==> run_1/m3.png <==
Bar = 20 um.
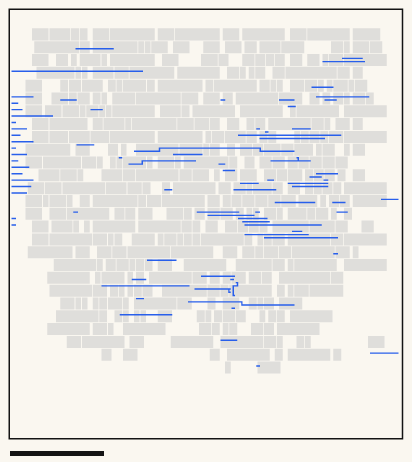
==> run_1/gates.png <==
Bar = 20 um.
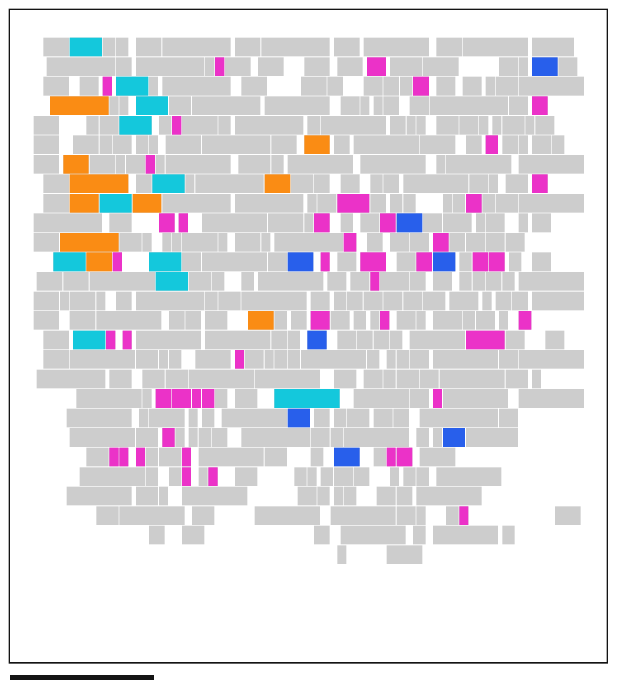
==> run_1/m1.png <==
Bar = 20 um. Supply wires on this layer in grey.
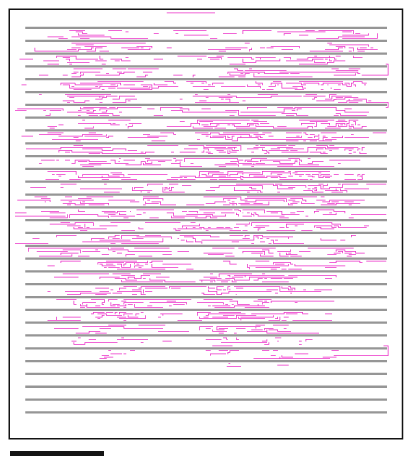
==> run_1/closeup.png <==
Bar = 10 um. Region (42, 3) to (82, 43) um. Cells in grey, sequential cells in the stronger grey; small squares are vias.
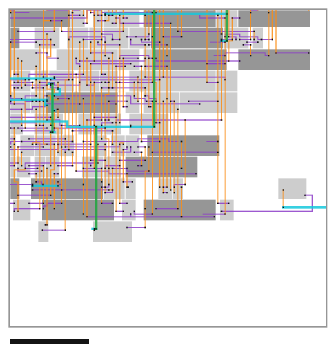
File: src/rtl/bcd_ctrl_pkg.sv
// Shared types and 7-segment constants for the BCD counter controller.
// Segment order is {g,f,e,d,c,b,a}, active-low (common-anode display).
package bcd_ctrl_pkg;

  typedef enum logic [1:0] {
    IDLE  = 2'd0,
    RUN   = 2'd1,
    PAUSE = 2'd2,
    CLEAR = 2'd3
  } state_t;

  localparam logic [6:0] SEG_BLANK = 7'h7F;

  localparam logic [6:0] SEG_0 = 7'h40;
  localparam logic [6:0] SEG_1 = 7'h79;
  localparam logic [6:0] SEG_2 = 7'h24;
  localparam logic [6:0] SEG_3 = 7'h30;
  localparam logic [6:0] SEG_4 = 7'h19;
  localparam logic [6:0] SEG_5 = 7'h12;
  localparam logic [6:0] SEG_6 = 7'h02;
  localparam logic [6:0] SEG_7 = 7'h78;
  localparam logic [6:0] SEG_8 = 7'h00;
  localparam logic [6:0] SEG_9 = 7'h10;

endpackage

File: src/rtl/seg7_decode.sv
// Combinational BCD nibble to active-low 7-segment decoder.
// Non-decimal nibbles (10..15) decode to an all-off blank glyph.
module seg7_decode
  import bcd_ctrl_pkg::*;
(
  input  logic [3:0] nib,
  output logic [6:0] seg
);

  always_comb begin
    seg = SEG_BLANK;
    case (nib)
      4'd0:    seg = SEG_0;
      4'd1:    seg = SEG_1;
      4'd2:    seg = SEG_2;
      4'd3:    seg = SEG_3;
      4'd4:    seg = SEG_4;
      4'd5:    seg = SEG_5;
      4'd6:    seg = SEG_6;
      4'd7:    seg = SEG_7;
      4'd8:    seg = SEG_8;
      4'd9:    seg = SEG_9;
      default: seg = SEG_BLANK;
    endcase
  end

endmodule

File: src/rtl/bcd_count_ctrl.sv
// Run/pause/clear sequencer and 4-digit multiplexed display driver for a BCD counter.
// Optional build macro LEADING_ZERO_BLANK_EN blanks leading zero digits 3..1.
module bcd_count_ctrl
  import bcd_ctrl_pkg::*;
#(
  parameter int TICK_DIV = 100_000_000,
  parameter int SCAN_DIV = 100_000
) (
  input  logic        sclk,
  input  logic        rst_n,
  input  logic        btn_start,
  input  logic        btn_clear,
  input  logic [15:0] bcdcount,
  output logic        cnt_tick,
  output logic        cnt_clr,
  output logic        run,
  output logic [3:0]  an,
  output logic [6:0]  seg,
  output logic        dp
);

  localparam int PW = $clog2(TICK_DIV);
  localparam int SW = $clog2(SCAN_DIV);
  localparam logic [PW-1:0] P_MAX = PW'(TICK_DIV - 1);
  localparam logic [SW-1:0] S_MAX = SW'(SCAN_DIV - 1);

  state_t        state, state_nxt;
  logic          start_q, clear_q;
  logic          start_edge, clear_edge;
  logic [PW-1:0] p;
  logic          tick_q;
  logic [SW-1:0] sdiv;
  logic [1:0]    k;

  logic [3:0]    nib_p0;
  logic [6:0]    dec_p0;
  logic [6:0]    seg_p0;
  logic          blank_p0;
  logic [3:0]    an_p1;
  logic [6:0]    seg_p1;
  logic          dp_p1;

  // Previous-value flops reset high so a button held through reset gives no edge.
  always_ff @(posedge sclk or negedge rst_n) begin
    if (!rst_n) begin
      start_q <= 1'b1;
      clear_q <= 1'b1;
    end else begin
      start_q <= btn_start;
      clear_q <= btn_clear;
    end
  end

  assign start_edge = btn_start & ~start_q;
  assign clear_edge = btn_clear & ~clear_q;

  always_ff @(posedge sclk or negedge rst_n) begin
    if (!rst_n) state <= IDLE;
    else        state <= state_nxt;
  end

  // Clear has priority over start from every state.
  always_comb begin
    state_nxt = state;
    if (clear_edge) begin
      state_nxt = CLEAR;
    end else begin
      case (state)
        IDLE:    if (start_edge) state_nxt = RUN;
        RUN:     if (start_edge) state_nxt = PAUSE;
        PAUSE:   if (start_edge) state_nxt = RUN;
        CLEAR:   state_nxt = IDLE;
        default: state_nxt = IDLE;
      endcase
    end
  end

  always_comb begin
    run     = 1'b0;
    cnt_clr = 1'b0;
    case (state)
      RUN:     run     = 1'b1;
      CLEAR:   cnt_clr = 1'b1;
      default: ;
    endcase
  end

  // Prescaler counts every RUN cycle; a wrap on the way out of RUN drops its tick.
  always_ff @(posedge sclk or negedge rst_n) begin
    if (!rst_n) begin
      p      <= '0;
      tick_q <= 1'b0;
    end else begin
      tick_q <= 1'b0;
      case (state)
        RUN: begin
          if (p == P_MAX) begin
            p      <= '0;
            tick_q <= (state_nxt == RUN);
          end else begin
            p <= p + 1'b1;
          end
        end
        PAUSE:   p <= p;
        default: p <= '0;
      endcase
    end
  end

  assign cnt_tick = tick_q;

  always_ff @(posedge sclk or negedge rst_n) begin
    if (!rst_n) begin
      sdiv <= '0;
      k    <= 2'd0;
    end else if (sdiv == S_MAX) begin
      sdiv <= '0;
      k    <= k + 2'd1;
    end else begin
      sdiv <= sdiv + 1'b1;
    end
  end

  // ---- p0: digit select and decode
  assign nib_p0 = bcdcount[{k, 2'b00} +: 4];

  seg7_decode u_dec (
    .nib (nib_p0),
    .seg (dec_p0)
  );

`ifdef LEADING_ZERO_BLANK_EN
  always_comb begin
    blank_p0 = 1'b0;
    case (k)
      2'd3:    blank_p0 = (bcdcount[15:12] == 4'd0);
      2'd2:    blank_p0 = (bcdcount[15:8]  == 8'd0);
      2'd1:    blank_p0 = (bcdcount[15:4]  == 12'd0);
      default: blank_p0 = 1'b0;
    endcase
  end
`else
  assign blank_p0 = 1'b0;
`endif

  assign seg_p0 = blank_p0 ? SEG_BLANK : dec_p0;

  // ---- p1: registered display pins
  always_ff @(posedge sclk or negedge rst_n) begin
    if (!rst_n) begin
      an_p1  <= 4'b1111;
      seg_p1 <= SEG_BLANK;
      dp_p1  <= 1'b1;
    end else begin
      an_p1  <= ~(4'b0001 << k);
      seg_p1 <= seg_p0;
      dp_p1  <= ~((k == 2'd0) && (state == PAUSE));
    end
  end

  assign an  = an_p1;
  assign seg = seg_p1;
  assign dp  = dp_p1;

endmodule

File: config.mk
export PLATFORM = sky130hd
export DESIGN_NAME = bcd_count_ctrl
export DESIGN_NICKNAME = d
export VERILOG_FILES = /design/src/rtl/bcd_ctrl_pkg.sv /design/src/rtl/seg7_decode.sv /design/src/rtl/bcd_count_ctrl.sv
export SDC_FILE = /design/constraint.sdc
export NUM_CORES = 1
export LEC_CHECK = 0
export CORE_ASPECT_RATIO = 1.1
export CORE_MARGIN = 3
export CORE_UTILIZATION = 51
export DETAILED_ROUTE_END_ITERATION = 7
export PLACE_DENSITY = 0.87
export SKIP_CTS_REPAIR_TIMING = 1
export SYNTH_ARGS = -nofsm -noshare
export SYNTH_HDL_FRONTEND = slang
export SYNTH_SLANG_ARGS = --single-unit
File: constraint.sdc
create_clock -name sclk -period 1.9 [get_ports sclk]
set_input_delay 0.19 -clock sclk [delete_from_list [all_inputs] [get_ports sclk]]
set_output_delay 0.19 -clock sclk [all_outputs]
set_load 0.05 [all_outputs]
==> changes_impl.md, run 1 <==
### Physical design

- Fin area: between 0.004 and 0.005 mm^2
- Failing checks: setup timing
- Distinct lib cells used: around 48
- I/O pin count: 35
- Detailed Route Iter0 Violations: about 240
- Reg2reg setup slack: -0.04 ns
- Sequential-to-total area share from yosys stat: 0.478
- Height of the die: 90.9 um
- CP Capture Type: flip-flop
- Root Buffer: clkbuf_8
- Gr ovfl total: 0
- CP Class: flip-flop to flip-flop
- Outcome: finished with violations
- Top post-synthesis cells by count: dfrtp_1 (49), nand2_1 (31), nor2_1 (22)
- Setup slack after layout: -0.0358 ns
- Count of final setup violators: 6
- Die Size: 0.00755 mm^2
- Clk_skew: ~0.0083 ns
- Worst VDD drop: about 0.52 mV
- Tool Warnings: 34
- Initial antenna violation count: 0
- Crit path max-delay cell type: dfrtp_1
- Area leader, netlist: dfrtp_1
- Port bufs: 34
- Init Core Util: 0.533
- Final #Nets: 450
- Worst Tran Pin Value: ~0.53 ns
- Vias: between 3000 and 4000
- Synthesized registers: roughly 63
- Area leader share: 0.367
- Vias in the first global route: slightly above 3000
- Antenna diodes: 0
## Picture notes: m3.png
main direction: horizontal
share of all routed wire: 5.2%
longest straight run: 27.6 um

## Picture notes: gates.png
[blue] non-inverting ao/oa cells | cells: 8
[orange] mux cells | cells: 10 | where: north-west
[magenta] nor cells | cells: 46
[cyan] fa/ha/maj cells | cells: 11

## Picture notes: m1.png
wire length on this layer: 3470 um
main direction: horizontal
share of all routed wire: 39%
nets with wire on the layer: 411

## Picture notes: closeup.png
[purple] M1
[cyan] M3
[green] M4
[orange] M2
netlist names of flops here include: p (12)
sequential cells in the window: 12
cells with their middle in the window: 68
most frequent: dfrtp_1 (12), buf_4 (9), o21ai_0 (6)

==> run 1: registers in the layout (all words and copies together) (netlist names) <==
name and cells:
cnt_tick 1, k 2, clear_q 1, p 27, seg 7, start_q 1, dp 1, state 2
an 4, sdiv 17
==> run 1: metrics by stage <==
step	TNS [ns]	std cells	power, mW
floorplan	0	341	1.73
global placement	-0.000201	484	1.96
detailed placement	-0.111	484	1.99
CTS	-0.510	500	3.28
global route	-0.901	504	3.44
finish	-0.114	504	3.32
==> run 1: cell families (layout without fill, tap and decap cells) <==
kind of cell | Yosys count | count (layout) | share of synthesized area
mux | 10 | 10 | 0.0420
xor+xnor | 17 | 17 | 0.0446
compound gates | 63 | 63 | 0.125
buf+inv | 34 | 117 | 0.0390
simple gates | 143 | 143 | 0.231
fa+ha+maj | 11 | 11 | 0.0412
flops | 63 | 63 | 0.478
==> run 1: layout make-up <==
class / count / area (um^2) / share of cell area
multi-input cells: 244 / 1670 / 0.381
flip-flops and latches: 63 / 1600 / 0.364
repair buffers: 81 / 726 / 0.166
clock buffers: 12 / 145 / 0.0331
well taps: 80 / 100 / 0.0228
inverters: 20 / 75.1 / 0.0171
clock inverters: 4 / 70.1 / 0.0160
==> run 1: per-layer routing <==
layer / GRT usage / part of all wire / wire (um)
met3: 0.0529 / 0.052 / 461
met1: 0.276 / 0.39 / 3470
met5: 0 / 0 / 0
met4: 0.0926 / 0.025 / 224
met2: 0.420 / 0.53 / 4700
==> run 1: where the power goes <==
group / leakage (nW) / internal [mW] / switching (mW)
Clock: 0.110 / 0.771 / 0.535
Sequential: 0.809 / 1.39 / 0.0308
Combinational: 0.902 / 0.246 / 0.338
==> run 1: path summary, 6_finish.rpt <==
check / startpoint / endpoint / depth (start not counted)
max in group asynchronous: rst_n / p[18] / 3
min in group asynchronous: rst_n / p[0] / 2
worst max register to register: p[9] / p[2] / 6
worst max-delay path: p[9] / p[2] / 6
worst min-delay path: btn_clear / clear_q / 1
worst min register to register: sdiv[0] / sdiv[0] / 1
==> run 1: cells in the final DEF (no fill, tap or decap), types with 3 or more instances in the layout <==
| cell | synthesis | routed |
|---|---|---|
| dfrtp_1 | 49 | 47 |
| buf_4 | 0 | 43 |
| nand2_1 | 31 | 31 |
| clkdlybuf4s50_1 | 0 | 30 |
| nor2_1 | 22 | 22 |
| inv_1 | 20 | 20 |
| nand3_1 | 20 | 20 |
| o21ai_0 | 21 | 20 |
| nand4_1 | 14 | 14 |
| dfstp_2 | 14 | 14 |
| a21oi_1 | 15 | 13 |
| xnor2_1 | 12 | 12 |
| nor4_1 | 11 | 10 |
| ha_1 | 11 | 10 |
| clkbuf_8 | 0 | 10 |
| or3_1 | 8 | 8 |
| nor3_1 | 6 | 5 |
| xor2_1 | 5 | 5 |
| mux2i_1 | 5 | 5 |
| a22oi_1 | 5 | 5 |
| nand2b_1 | 4 | 4 |
| or4_1 | 5 | 4 |
| mux4_2 | 3 | 3 |
| and4_1 | 3 | 3 |
| nor3b_1 | 3 | 3 |
| nor2b_1 | 3 | 3 |
| o211ai_1 | 3 | 3 |
| or2_2 | 3 | 3 |
| o311ai_1 | 0 | 3 |
==> run 1 -> run 2 <==
--- a/config.mk
+++ b/config.mk
@@ -5,9 +5,11 @@
 export SDC_FILE = /design/constraint.sdc
 export NUM_CORES = 1
 export LEC_CHECK = 0
+export ABC_AREA = 0
 export CORE_ASPECT_RATIO = 1.1
 export CORE_MARGIN = 3
 export CORE_UTILIZATION = 51
+export CTS_CLUSTER_SIZE = 30
 export DETAILED_ROUTE_END_ITERATION = 7
 export PLACE_DENSITY = 0.87
 export SKIP_CTS_REPAIR_TIMING = 1
==> run_2/m3.png <==
Bar = 20 um.
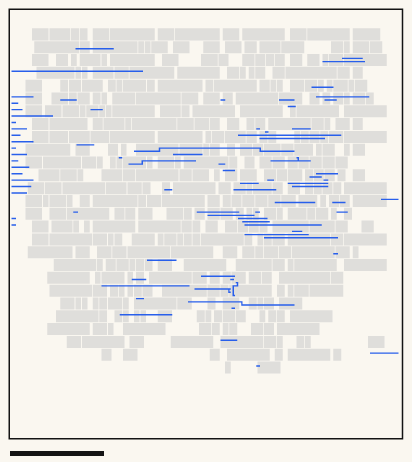
nets with wire on the layer: 61
longest straight run: 27.6 um
share of all routed wire: 5.2%

==> run 2 against run 1 <==
The flow still finishes with violations (setup timing). Global-route usage is the same. Sequential share of layout area is the same. Die area is the same. Total power is the same. Critical path type unchanged. Clock skew is the same. Largest power group unchanged.
==> changes_impl.md, run 2 <==
### Physical design

- Gr ovfl total: 0 (unchanged)
- Top post-synthesis cells by count: dfrtp_1 (49), nand2_1 (31), nor2_1 (22) (unchanged)
- Init Core Util: 0.533 (unchanged)
- CP Class: flip-flop to flip-flop (unchanged)
- Most frequent logic cell in the layout: dfrtp_1 (unchanged)
- Vias in the first global route: 3054 (unchanged)
- Dominant logic cell types in the final layout: dfrtp_1 (47), buf_4 (43), nand2_1 (31), clkdlybuf4s50_1 (30), nor2_1 (22) (unchanged)
- CP Capture Type: flip-flop (unchanged)
- Count of final setup violators: 6 (unchanged)
- HP Start: btn_clear (unchanged)
- Max reg flops: 27 (unchanged)
- Setup slack after layout: -0.0358 ns (unchanged)
- Sequential fraction of design power: 0.430 (about the same)
- Outcome: finished with violations (unchanged)
- R2r worst-path depth: 6 (unchanged)
- Synthesized registers: 63 (unchanged)
- Biggest register: p (unchanged)
- Reg2reg end: p[2] (unchanged)
- Tool Warnings: 34 (unchanged)
- Failing checks: setup timing (unchanged)
- Clock share of power: 0.394 (about the same)
- Area leader, netlist: dfrtp_1 (unchanged)
- Clk_skew: 0.00826 ns (unchanged)
- Reg-to-reg startpoint: p[9] (unchanged)
- Int Pwr: 2.41 mW (unchanged)
- I/O pin count: 35 (unchanged)
- Area leader share: 0.367 (unchanged)
- Antenna diodes: 0 (unchanged)
- Final #Nets: 450 (unchanged)
- Worst hold path depth: 1 (unchanged)
- Root Buffer: clkbuf_8 (unchanged)
- Vias: 3050 (unchanged)
- Die Size: 0.00755 mm^2 (unchanged)
- Detailed Route Iter0 Violations: 238 (unchanged)
- Sw Ratio: 0.272 (unchanged)
- Total Power: 3.32 mW (unchanged)
[run 2: cell counts in the layout (fill, tap and decap cells not counted)]
Identical to the previous run, type by type.
[run 2: final cells by class]
type,count,area (um^2),area share
multi-input cells,244,1670,0.381
inverters,20,75.1,0.0171
repair buffers,81,726,0.166
flip-flops and latches,63,1600,0.364
clock buffers,12,145,0.0331
well taps,80,100,0.0228
clock inverters,4,70.1,0.0160
[run 2: metal layers]
metal,vias to the layer above,global-route usage,share of wire
met1,1512,0.276,0.39
met2,124,0.420,0.53
met4,0,0.0926,0.025
li1,1387,-,-
met3,27,0.0529,0.052
met5,-,0,0
[run 2: cell families after synthesis]
kind of cell,synth area share
AND-OR/OR-AND,0.125
XOR/XNOR,0.0446
adder cells (fa/ha/maj),0.0412
buffers and inverters,0.0390
flip-flops,0.478
multiplexers,0.0420
AND/OR/NAND/NOR,0.231
[run 2: worst max-delay path, cell delays in order, from the launching register on]
cell      delay [ns]
dfrtp_1         0.39
nor4_2          0.32
nand4b_1        0.26
o31ai_4         0.33
buf_6           0.16
o21ai_0         0.10
a22o_2          0.28
[run 2: worst max path at each step]
| stage | start | depth (start not counted) | slack, ns | end |
|---|---|---|---|---|
| 3_3_place_gp | p[11] | 5 | -0.0002 | p[2] |
| 5_1_grt | p[9] | 6 | -0.09 | p[15] |
| 6_report | p[9] | 6 | -0.04 | p[2] |
| 3_5_place_dp | p[1] | 6 | -0.03 | p[2] |
| 2_1_floorplan | p[1] | 7 | 0.03 | p[11] |
| 4_1_cts | p[1] | 6 | -0.07 | p[2] |
[run 2: per-stage QoR]
step | instances | utilization | area [um^2] | TNS [ns] | hold WS, ns
after detailed placement | 484 | 0.652 | 4090 | -0.111 | 0.190
after global placement | 484 | 0.652 | 4090 | -0.000201 | 0.187
final | 504 | 0.699 | 4380 | -0.114 | 0.297
after floorplan | 341 | - | 3360 | 0 | -0.106
after CTS | 500 | 0.686 | 4300 | -0.510 | -0.183
after global routing | 504 | 0.699 | 4380 | -0.901 | 0.296
[run 2: power by group through the flow]
stage | clock network, mW | logic (mW) | registers, mW
detailed placement | 0 | 0.539 | 1.45
floorplan | 0 | 0.221 | 1.51
CTS | 1.31 | 0.547 | 1.42
finish | 1.31 | 0.584 | 1.43
global route | 1.38 | 0.631 | 1.43
global placement | 0 | 0.517 | 1.45
No activity file was given, so power comes from the tool's default toggle rates.
